### config.mk
export PLATFORM = sky130hd
export DESIGN_NAME = regfile_wport_arb
export DESIGN_NICKNAME = d
export VERILOG_FILES = /design/src/rtl/regfile_wport_arb_pkg.sv /design/src/rtl/regfile_wq_fifo.sv /design/src/rtl/regfile_wport_arb.sv
export SDC_FILE = /design/constraint.sdc
export NUM_CORES = 1
export LEC_CHECK = 0
export CAP_MARGIN = 20
export CORE_MARGIN = 5
export CORE_UTILIZATION = 35
export DETAILED_ROUTE_END_ITERATION = 12
export GPL_ROUTABILITY_DRIVEN = 0
export PLACE_DENSITY_LB_ADDON = 0.05
export SKIP_CTS_REPAIR_TIMING = 1
export SYNTH_ARGS = -nofsm -noshare
export SYNTH_HDL_FRONTEND = slang
export SYNTH_SLANG_ARGS = --single-unit
### constraint.sdc
create_clock -name clk -period 6.7 [get_ports clk]
set_clock_uncertainty 0.2 [all_clocks]
set_input_delay 0.67 -clock clk [delete_from_list [all_inputs] [get_ports clk]]
set_output_delay 0.67 -clock clk [all_outputs]
set_load 0.05 [all_outputs]
### src/rtl/regfile_wport_arb_pkg.sv
// Shared widths, register-zero constant, queue entry layout and starvation FSM states
// for the regfile write-port arbiter.
package regfile_wport_arb_pkg;

  localparam int REG_ADDR_W = 5;
  localparam int DATA_W     = 32;
  localparam logic [REG_ADDR_W-1:0] REG_ZERO = 5'd0;

  typedef enum logic [1:0] {
    IDLE  = 2'd0,
    WAIT  = 2'd1,
    FORCE = 2'd2
  } starve_st_t;

  typedef struct packed {
    logic [REG_ADDR_W-1:0] wreg;
    logic [DATA_W-1:0]     wdata;
  } wr_t;

endpackage

### src/rtl/regfile_wq_fifo.sv
// Circular write queue with per-entry live bit, squash-by-address and two CAM lookups.
// Head visible the cycle after push; push must only be asserted while !full.
module regfile_wq_fifo
  import regfile_wport_arb_pkg::*;
#(
  parameter int DEPTH = 4
) (
  input  logic                  clk,
  input  logic                  reset,
  input  logic                  push,
  input  wr_t                   push_dat,
  input  logic                  pop,
  input  logic                  squash,
  input  logic [REG_ADDR_W-1:0] squash_reg,
  input  logic [REG_ADDR_W-1:0] rreg1,
  input  logic [REG_ADDR_W-1:0] rreg2,
  output wr_t                   head_dat,
  output logic                  head_vld,
  output logic                  head_live,
  output logic                  full,
  output logic                  any_live,
  output logic                  pend1,
  output logic                  pend2
);

  localparam int PW = $clog2(DEPTH);
  localparam int CW = $clog2(DEPTH + 1);

  wr_t              mem [DEPTH];
  logic [DEPTH-1:0] live;
  logic [PW-1:0]    wptr, rptr;
  logic [CW-1:0]    count;

  always_ff @(posedge clk) begin
    if (push) mem[wptr] <= push_dat;
  end

  always_ff @(posedge clk or posedge reset) begin
    if (reset) begin
      live  <= '0;
      wptr  <= '0;
      rptr  <= '0;
      count <= '0;
    end else begin
      for (int i = 0; i < DEPTH; i++) begin
        if (squash && mem[i].wreg == squash_reg) live[i] <= 1'b0;
      end
      if (pop) begin
        live[rptr] <= 1'b0;
        rptr       <= rptr + PW'(1);
      end
      // an entry arriving alongside a same-register pipeline write is already stale
      if (push) begin
        live[wptr] <= !(squash && push_dat.wreg == squash_reg);
        wptr       <= wptr + PW'(1);
      end
      count <= count + CW'(push) - CW'(pop);
    end
  end

  assign head_dat  = mem[rptr];
  assign head_vld  = (count != '0);
  assign head_live = live[rptr];
  assign full      = (count == CW'(DEPTH));
  assign any_live  = |live;

  always_comb begin
    pend1 = 1'b0;
    pend2 = 1'b0;
    for (int i = 0; i < DEPTH; i++) begin
      if (live[i] && mem[i].wreg == rreg1) pend1 = 1'b1;
      if (live[i] && mem[i].wreg == rreg2) pend2 = 1'b1;
    end
    if (rreg1 == REG_ZERO) pend1 = 1'b0;
    if (rreg2 == REG_ZERO) pend2 = 1'b0;
  end

endmodule

### src/rtl/regfile_wport_arb.sv
// Arbitrates the regfile write port: pipeline writeback wins, queued multi-cycle results fill gaps
// (>=1 cycle latency, 0 with REGFILE_WPORT_BYPASS_EN); mc_ready drops when the queue is full.
module regfile_wport_arb
  import regfile_wport_arb_pkg::*;
#(
  parameter int DEPTH      = 4,
  parameter int STARVE_MAX = 4
) (
  input  logic                  clk,
  input  logic                  reset,
  input  logic                  wb_regwrite,
  input  logic [REG_ADDR_W-1:0] wb_wreg,
  input  logic [DATA_W-1:0]     wb_wdata,
  input  logic                  mc_valid,
  output logic                  mc_ready,
  input  logic [REG_ADDR_W-1:0] mc_wreg,
  input  logic [DATA_W-1:0]     mc_wdata,
  input  logic [REG_ADDR_W-1:0] rreg1,
  input  logic [REG_ADDR_W-1:0] rreg2,
  output logic                  pend1,
  output logic                  pend2,
  output logic                  stall_req,
  output logic                  regwrite,
  output logic [REG_ADDR_W-1:0] wreg,
  output logic [DATA_W-1:0]     wdata
);

  localparam int SW = $clog2(STARVE_MAX + 1);

  logic       a_wr, byp, q_push, q_pop, q_full;
  logic       head_vld, head_live, any_live, head_write, blocked;
  wr_t        head_dat, q_dat;
  starve_st_t st, st_n;
  logic [SW-1:0] cnt, cnt_n;

  assign a_wr     = wb_regwrite && (wb_wreg != REG_ZERO);
  assign mc_ready = !q_full;
  assign q_dat    = '{wreg: mc_wreg, wdata: mc_wdata};

`ifdef REGFILE_WPORT_BYPASS_EN
  assign byp = mc_valid && (mc_wreg != REG_ZERO) && !a_wr && !head_vld;
`else
  assign byp = 1'b0;
`endif

  assign q_push     = mc_valid && mc_ready && (mc_wreg != REG_ZERO) && !byp;
  assign head_write = head_vld && head_live && !a_wr;
  assign blocked    = head_vld && head_live && a_wr;
  // dead heads retire silently whether or not the pipeline holds the port
  assign q_pop      = head_vld && (!head_live || !a_wr);

  regfile_wq_fifo #(.DEPTH(DEPTH)) u_fifo (
    .clk        (clk),
    .reset      (reset),
    .push       (q_push),
    .push_dat   (q_dat),
    .pop        (q_pop),
    .squash     (a_wr),
    .squash_reg (wb_wreg),
    .rreg1      (rreg1),
    .rreg2      (rreg2),
    .head_dat   (head_dat),
    .head_vld   (head_vld),
    .head_live  (head_live),
    .full       (q_full),
    .any_live   (any_live),
    .pend1      (pend1),
    .pend2      (pend2)
  );

  always_comb begin
    regwrite = 1'b0;
    wreg     = REG_ZERO;
    wdata    = '0;
    if (a_wr) begin
      regwrite = 1'b1;
      wreg     = wb_wreg;
      wdata    = wb_wdata;
    end else if (head_vld && head_live) begin
      regwrite = 1'b1;
      wreg     = head_dat.wreg;
      wdata    = head_dat.wdata;
    end else if (byp) begin
      regwrite = 1'b1;
      wreg     = mc_wreg;
      wdata    = mc_wdata;
    end
  end

  always_ff @(posedge clk or posedge reset) begin
    if (reset) begin
      st  <= IDLE;
      cnt <= '0;
    end else begin
      st  <= st_n;
      cnt <= cnt_n;
    end
  end

  always_comb begin
    st_n  = st;
    cnt_n = cnt;
    case (st)
      IDLE: begin
        cnt_n = '0;
        if (any_live) st_n = WAIT;
      end
      WAIT: begin
        if (!any_live) begin
          st_n  = IDLE;
          cnt_n = '0;
        end else if (head_write) begin
          cnt_n = '0;
        end else if (cnt == SW'(STARVE_MAX)) begin
          st_n = FORCE;
        end else if (blocked) begin
          cnt_n = cnt + SW'(1);
        end
      end
      FORCE: begin
        if (!any_live) begin
          st_n  = IDLE;
          cnt_n = '0;
        end else if (head_write) begin
          st_n  = WAIT;
          cnt_n = '0;
        end
      end
      default: begin
        st_n  = IDLE;
        cnt_n = '0;
      end
    endcase
  end

  assign stall_req = (st == FORCE);

endmodule

Fig. 1: run 1, cell area per tile
Drawn at 2 px/um. The die is cut into 16 by 16 equal tiles; black is low, pale yellow is high, 0 to 100% covered.
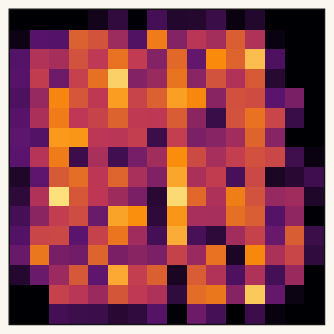
tiles over 75% full: 6.2%
nearly empty tiles: 11%
mean over tiles: 38%
emptiest ninth of the die: north-east
fullest tile: 93%

Fig. 2: run 1, pin placement
Drawn at 2 px/um. Pins as bars across the die edge, other pins in grey.
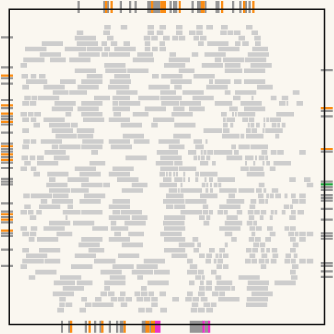
| port | colour | pins | direction | edge |
|---|---|---|---|---|
| mc_wreg | magenta | 5 | input | south |
| mc_valid | green | 1 | input | east |
| wdata | orange | 32 | output | 12 north, 10 west, 8 south, 2 east |
number of port buffers: 129
Die Ht: 157 um
Die Wd: 157 um

Fig. 3: run 1, placed cells, one colour a class
Drawn at 2 px/um.
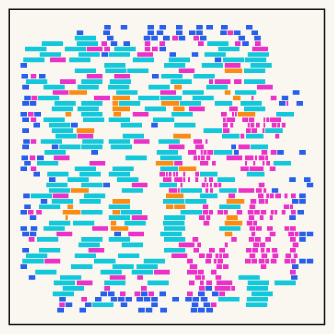
| class | colour | cells | share of their area |
|---|---|---|---|
| registers | cyan | 164 | 52% |
| clock drivers and dummy loads | orange | 32 | 6.3% |
| remaining buffers and delay cells | blue | 131 | 14% |
| remaining logic cells | magenta | 257 | 27% |

==> Slide: Implementation Results, run 1 <==
Key Metrics from the Run

Status
  – Status: complete, no violations

Final layout
  – Clk cell area share: 6.11%
  – Multi-input gate count: 241
  – Dominant logic cell type in the layout: edfxtp_1
  – Final std cells w/o fill: 859
  – Register Area: 4850 um^2
  – Largest cell class: flip-flops and latches
  – Seq cells: 164
  – Util after Layout: 45.6%
  – Top Layout Cells: edfxtp_1 (148), clkdlybuf4s50_1 (129), xor2_1 (46)
  – Largest Register: u_fifo.mem
  – Filler cell count: 1879
  – Non-Clock Buffer Count: 131
  – Share of layout cells above drive strength 1: 14.6%
  – Comb/total area: 25.9%
  – Inverters: 16

Setup path
  – Startpoint Class: primary input
  – CP Capture Point: wreg[3]
  – Element type at the critical path end: primary output
  – Worst reg2reg path endpoint: u_fifo.count[2]$_DFF_PP0_
  – Worst R2R Setup Slack: 4.03 ns
  – CP Class: primary input to primary output
  – R2R Path Start: u_fifo.live[3]$_DFF_PP0_
  – Worst Path Arrival: 4.23 ns
  – Critical Path Source: wb_wreg[1]
  – Worst EP required: 5.83 ns
  – CP bufs+invs: 2
  – Critical path depth: 6

Pwr
  – Seq group: 0.00145 W
  – Seq pwr share: 38.0%
  – Leak pwr: 3.28 nW
  – Pwr Total: 0.00383 W
  – Pwr dens: 397 nW/um^2
  – Logic pwr share: 37.4%
  – Top power group: registers
  – Comb pwr: 0.00143 W
  – Clock share of power: 24.6%
  – Switching share of total power: 36.1%

Routing
  – Total Wirelength: 17.8 mm
  – Met1 wire length: 7.52 mm
  – Vias/cell: 5.12
  – Top Layer Used: met4
  – WL met3: 951 um
  – Initial drt markers: 149
  – Routed Antenna Nets: 0

Final timing
  – Relative slew slack: 30.6%
  – Final Max-Slew Violation Tally: 0
  – Setup-failing EPs final: 0
  – Final period utilization: 76.1%
  – Fin. Hold Viols: 0
  – Unrepaired setup endpoints after global routing: no
  – TNS Setup: 0 ns
  – Max Fclk: 196 MHz

Floorplanning
  – Tap cells: 275
  – Rows: 53
  – Die area: 24600 um^2
  – Core Util at FP: 35.7%
  – CORE AREA: 21200 um^2

Synthesis
  – Unique masters post-synth: 42
  – Area leader, netlist: edfxtp_1
  – Post-synth top cells: edfxtp_1 (148), xor2_1 (46), mux4_2 (38)
  – Synth Area in XOR/XNOR: 8.00%
  – Mapped Area: 7550 um^2
  – Adders+Majority by Area: 2.25%
  – Async set-or-reset flop fraction in the synthesized netlist: 9.76%
  – Gate count after technology mapping: 453
  – Ys flop type: edfxtp_1
  – Simple-gate area share of the yosys netlist: 4.81%
  – Mux frac, synth: 11.3%
  – Area fraction in compound gates: 6.51%
  – Top cells by area: edfxtp_1 (59%), mux4_2 (11%), xor2_1 (5.3%)
  – Area leader share: 58.9%
  – Post-Synthesis Net Count: 554
  – Count of library flops with an enable pin: 148
  – Main logic family: multiplexers
  – YS chip area: 7550 um^2
  – Post-Synthesis Mean Instance Area: 16.7 um^2

Clocking
  – # H-tree levels: 4
  – Max Root-Sink Buffers: 2

GRT
  – First-pass GRT wire length: 27.1 mm
  – Largest net degree at the start of global routing: 44
  – Initial antenna violation count: 0
  – Gr ovfl total: 0
  – Total Routing Usage GR: 14.7%
  – Most Crowded Layer GR: met2
  – Met2 Use GR: 25.0%

Worst hold path
  – Hold crit path type: flip-flop to flip-flop
  – Hold-critical path endpoint: cnt[0]$_DFFE_PP0P_

Placement
  – Post-Place Setup Slack: 1.53 ns
  – Cells after DPL: 827
  – Hpwl dp: 11.5 mm

Job
  – Tool warnings: 33
Fig. 4: run 1, wiring by layer
Drawn at 2 px/um.
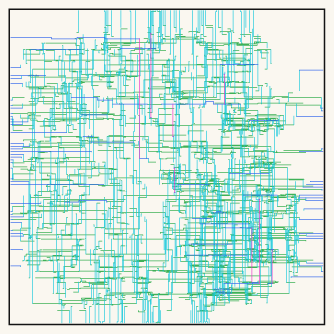

==> run 1 -> run 2 <==
Clock period 6.7 ns to 4.19 ns, I/O delays scaled along.
Fig. 5: run 2, wiring by layer
Drawn at 2 px/um.
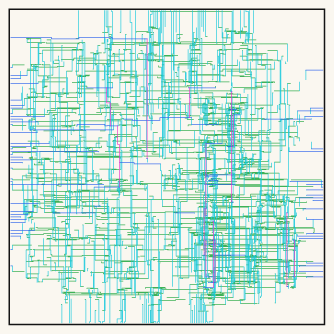
| layer | colour | wire length |
|---|---|---|
| M2 | cyan | 9460 um |
| M3 | blue | 928 um |
| M1 | green | 7770 um |
| M4 | magenta | 385 um |

Fig. 6: run 2, clock wiring as the flow saved it
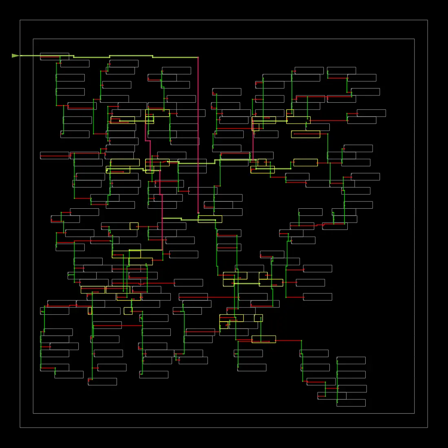
clk_buf instances: 17
CTS Sinks: 164
Worst-Skew Late Latency: 0.42 ns
Seq cells: 164

==> Slide: Implementation Results, run 2 <==
Key Metrics from the Run

Status
  – Status: complete, no violations

GRT
  – Gr ovfl total: 0
  – Largest net degree at the start of global routing: 41
  – Total Routing Usage GR: 15.4%
  – First-pass GRT wire length: 27.8 mm
  – Initial antenna violation count: 0

Synthesis
  – Mapped Area: 7550 um^2
  – Gate count after technology mapping: 453
  – Mux frac, synth: 11.3%
  – Post-Synthesis Mean Instance Area: 16.7 um^2
  – Area leader, netlist: edfxtp_1
  – Main logic family: multiplexers
  – Unique masters post-synth: 42
  – Synth Area in XOR/XNOR: 8.00%
  – Area leader share: 58.9%
  – Count of library flops with an enable pin: 148
  – YS chip area: 7550 um^2
  – Ys flop type: edfxtp_1
  – Yosys warnings: 0
  – Async set-or-reset flop fraction in the synthesized netlist: 9.76%
  – Simple-gate area share of the yosys netlist: 4.81%
  – Adders+Majority by Area: 2.25%
  – Post-synth top cells: edfxtp_1 (148), xor2_1 (46), mux4_2 (38)
  – Post-Synthesis Net Count: 554

Pwr
  – Logic pwr share: 40.4%
  – Seq group: 0.00232 W
  – Pwr dens: 649 nW/um^2
  – Pwr Total: 0.00658 W
  – Comb pwr: 0.00266 W
  – Clock share of power: 24.4%
  – Leak pwr: 3.53 nW
  – Switching share of total power: 34.3%

Final layout
  – Util after Layout: 47.9%
  – Final std cells w/o fill: 866
  – Inverters: 16
  – NonClk Buf Share: 17.5%
  – Share of layout cells above drive strength 1: 21.8%
  – Register Area: 4850 um^2
  – Dominant logic cell type in the layout: edfxtp_1
  – Top Layout Cells: edfxtp_1 (148), clkdlybuf4s50_1 (92), xor2_1 (46)
  – Comb/total area: 24.6%
  – Multi-input gate count: 241
  – Non-Clock Buffer Count: 138
  – Clk cell area share: 6.07%
  – Largest cell class: flip-flops and latches
  – Filler cell count: 1805
  – Largest Register: u_fifo.mem

Setup path
  – Element type at the critical path end: primary output
  – CP bufs+invs: 3
  – Worst EP required: 3.57 ns
  – Worst reg2reg path endpoint: u_fifo.count[2]$_DFF_PP0_
  – Worst R2R Setup Slack: 1.50 ns
  – Critical path depth: 7
  – Critical Path Source: wb_wreg[1]
  – CP Capture Point: wdata[6]
  – CP Class: primary input to primary output
  – Startpoint Class: primary input

Final timing
  – Setup-failing EPs final: 0
  – Unrepaired setup endpoints after global routing: no
  – Final period utilization: 86.2%
  – Fin. Hold Viols: 0
  – TNS Setup: 0 ns
  – Final Max-Slew Violation Tally: 0
  – Relative slew slack: 44.0%

Job
  – Tool warnings: 33

Placement
  – Hpwl dp: 12.4 mm
  – Post-Place Setup Slack: 0.534 ns
  – Cells after DPL: 834
  – Number of port buffers: 129

Floorplanning
  – Die area: 24600 um^2
  – Core Util at FP: 35.7%
  – CORE AREA: 21200 um^2

Routing
  – Vias/cell: 5.15
  – WL met3: 928 um
  – Total Wirelength: 18.5 mm
  – Top Layer Used: met4
  – Routed Antenna Nets: 0
  – Initial drt markers: 212

Clocking
  – # H-tree levels: 4

Worst hold path
  – Hold crit path type: primary input to asynchronous set/reset pin
==> run 2 -> run 3 <==
Settings changed: GPL_ROUTABILITY_DRIVEN 0 to unset, GPL_TIMING_DRIVEN set to 1, SLEW_MARGIN set to 10.
Fig. 7: run 3, cell area per tile
Drawn at 2 px/um. The die is cut into 16 by 16 equal tiles; black is low, pale yellow is high, 0 to 100% covered.
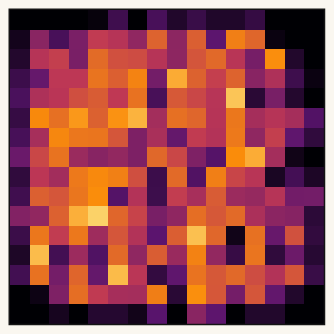
densest ninth of the die: west
mean over tiles: 40%
fullest tile: 90%
nearly empty tiles: 9.0%
tiles over 75% full: 5.5%
Core Util at FP: 35.7%
CORE AREA: 21200 um^2

Fig. 8: run 3, placed cells, one colour a class
Drawn at 2 px/um.
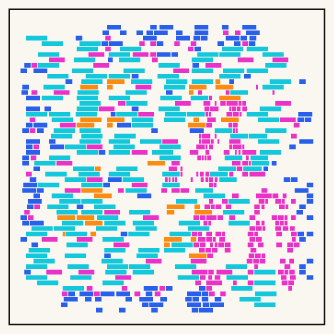
| class | colour | cells | share of their area |
|---|---|---|---|
| registers | cyan | 164 | 49% |
| remaining buffers and delay cells | blue | 138 | 18% |
| remaining logic cells | magenta | 257 | 26% |
| clock drivers and dummy loads | orange | 32 | 6.3% |
Rows: 53
post-route cell area: 10100 um^2

==> Slide: Implementation Results, run 3 <==
Key Metrics from the Run

Synthesis
  – Yosys warnings: 0
  – Yosys stat cell total: 453
  – Mux frac, synth: 11.3%
  – Post-Synthesis Net Count: 554
  – Area leader, netlist: edfxtp_1
  – Synth Area in XOR/XNOR: 8.00%
  – Count of library flops with an enable pin: 148
  – Unique masters post-synth: 42
  – Top cells by area: edfxtp_1 (59%), mux4_2 (11%), xor2_1 (5.3%)
  – Mapped Area: 7550 um^2
  – Gate count after technology mapping: 453
  – Area leader share: 58.9%
  – Adders+Majority by Area: 2.25%
  – YS chip area: 7550 um^2
  – Simple-gate area share of the yosys netlist: 4.81%
  – Area fraction in compound gates: 6.51%
  – Seq cells post-synth: 164
  – Async set-or-reset flop fraction in the synthesized netlist: 9.76%
  – Main logic family: multiplexers
  – Ys flop type: edfxtp_1

Final layout
  – Largest cell class: flip-flops and latches
  – Clk cell area share: 6.07%
  – Non-Clock Buffer Count: 138
  – Comb/total area: 24.6%
  – Final std cells w/o fill: 866
  – Seq cells: 164
  – Share of layout cells above drive strength 1: 21.8%
  – Util after Layout: 47.9%
  – Multi-input gate count: 241
  – NonClk Buf Share: 17.5%
  – Inverters: 16
  – Register Area: 4850 um^2
  – Dominant logic cell type in the layout: edfxtp_1
  – Top Layout Cells: edfxtp_1 (148), clkdlybuf4s50_1 (92), xor2_1 (46)
  – Clk_buf instances: 17
  – Flop share of the area: 47.8%
  – Filler cell count: 1805

GRT
  – Initial antenna violation count: 0
  – Total Routing Usage GR: 15.4%
  – Largest net degree at the start of global routing: 41
  – Gr ovfl total: 0
  – Most Crowded Layer GR: met2
  – Met2 Use GR: 25.4%
  – First-pass GRT wire length: 27.8 mm

Final timing
  – Max Fclk: 277 MHz
  – Unrepaired setup endpoints after global routing: no
  – Relative slew slack: 44.0%
  – TNS Setup: 0 ns
  – Final period utilization: 86.2%
  – Fin. Hold Viols: 0
  – Final Max-Slew Violation Tally: 0
  – Setup-failing EPs final: 0

Routing
  – Total Wirelength: 18.5 mm
  – Met1 wire length: 7.77 mm
  – WL met3: 928 um
  – Vias: 4458
  – Top Layer Used: met4
  – Vias/cell: 5.15
  – Initial drt markers: 212
  – Routed Antenna Nets: 0

Floorplanning
  – Die Ht: 157 um
  – Die area: 24600 um^2
  – Die Wd: 157 um
  – Tap cells: 275

Placement
  – Post-Place Setup Slack: 0.534 ns
  – Cells after DPL: 834
  – Hpwl dp: 12.4 mm
  – Number of port buffers: 129
  – RePlAce Congestion: 0.828

Clocking
  – CTS Sinks: 164
  – Worst-Skew Late Latency: 0.42 ns
  – # H-tree levels: 4
  – Max Root-Sink Buffers: 2

Setup path
  – Worst Path Arrival: 2.99 ns
  – CP Capture Point: wdata[6]
  – R2R Path Start: u_fifo.live[2]$_DFF_PP0_
  – Worst reg2reg path endpoint: u_fifo.count[2]$_DFF_PP0_
  – Critical Path Source: wb_wreg[1]
  – CP bufs+invs: 3
  – Critical path depth: 7
  – Element type at the critical path end: primary output
  – Worst EP required: 3.57 ns
  – Worst R2R Setup Slack: 1.50 ns
  – Startpoint Class: primary input
  – CP Class: primary input to primary output

Pwr
  – Comb pwr: 0.00266 W
  – Logic pwr share: 40.4%
  – Pwr dens: 649 nW/um^2
  – Clock share of power: 24.4%
  – Seq pwr share: 35.2%
  – Net Sw Power: 0.00225 W
  – Switching share of total power: 34.3%
  – Pwr Total: 0.00658 W
  – Seq group: 0.00232 W

Job
  – Tool warnings: 33
  – Max Cap Viol: 0

Status
  – Status: complete, no violations
Power figures rest on the tool's default switching activity, not on a simulated workload.
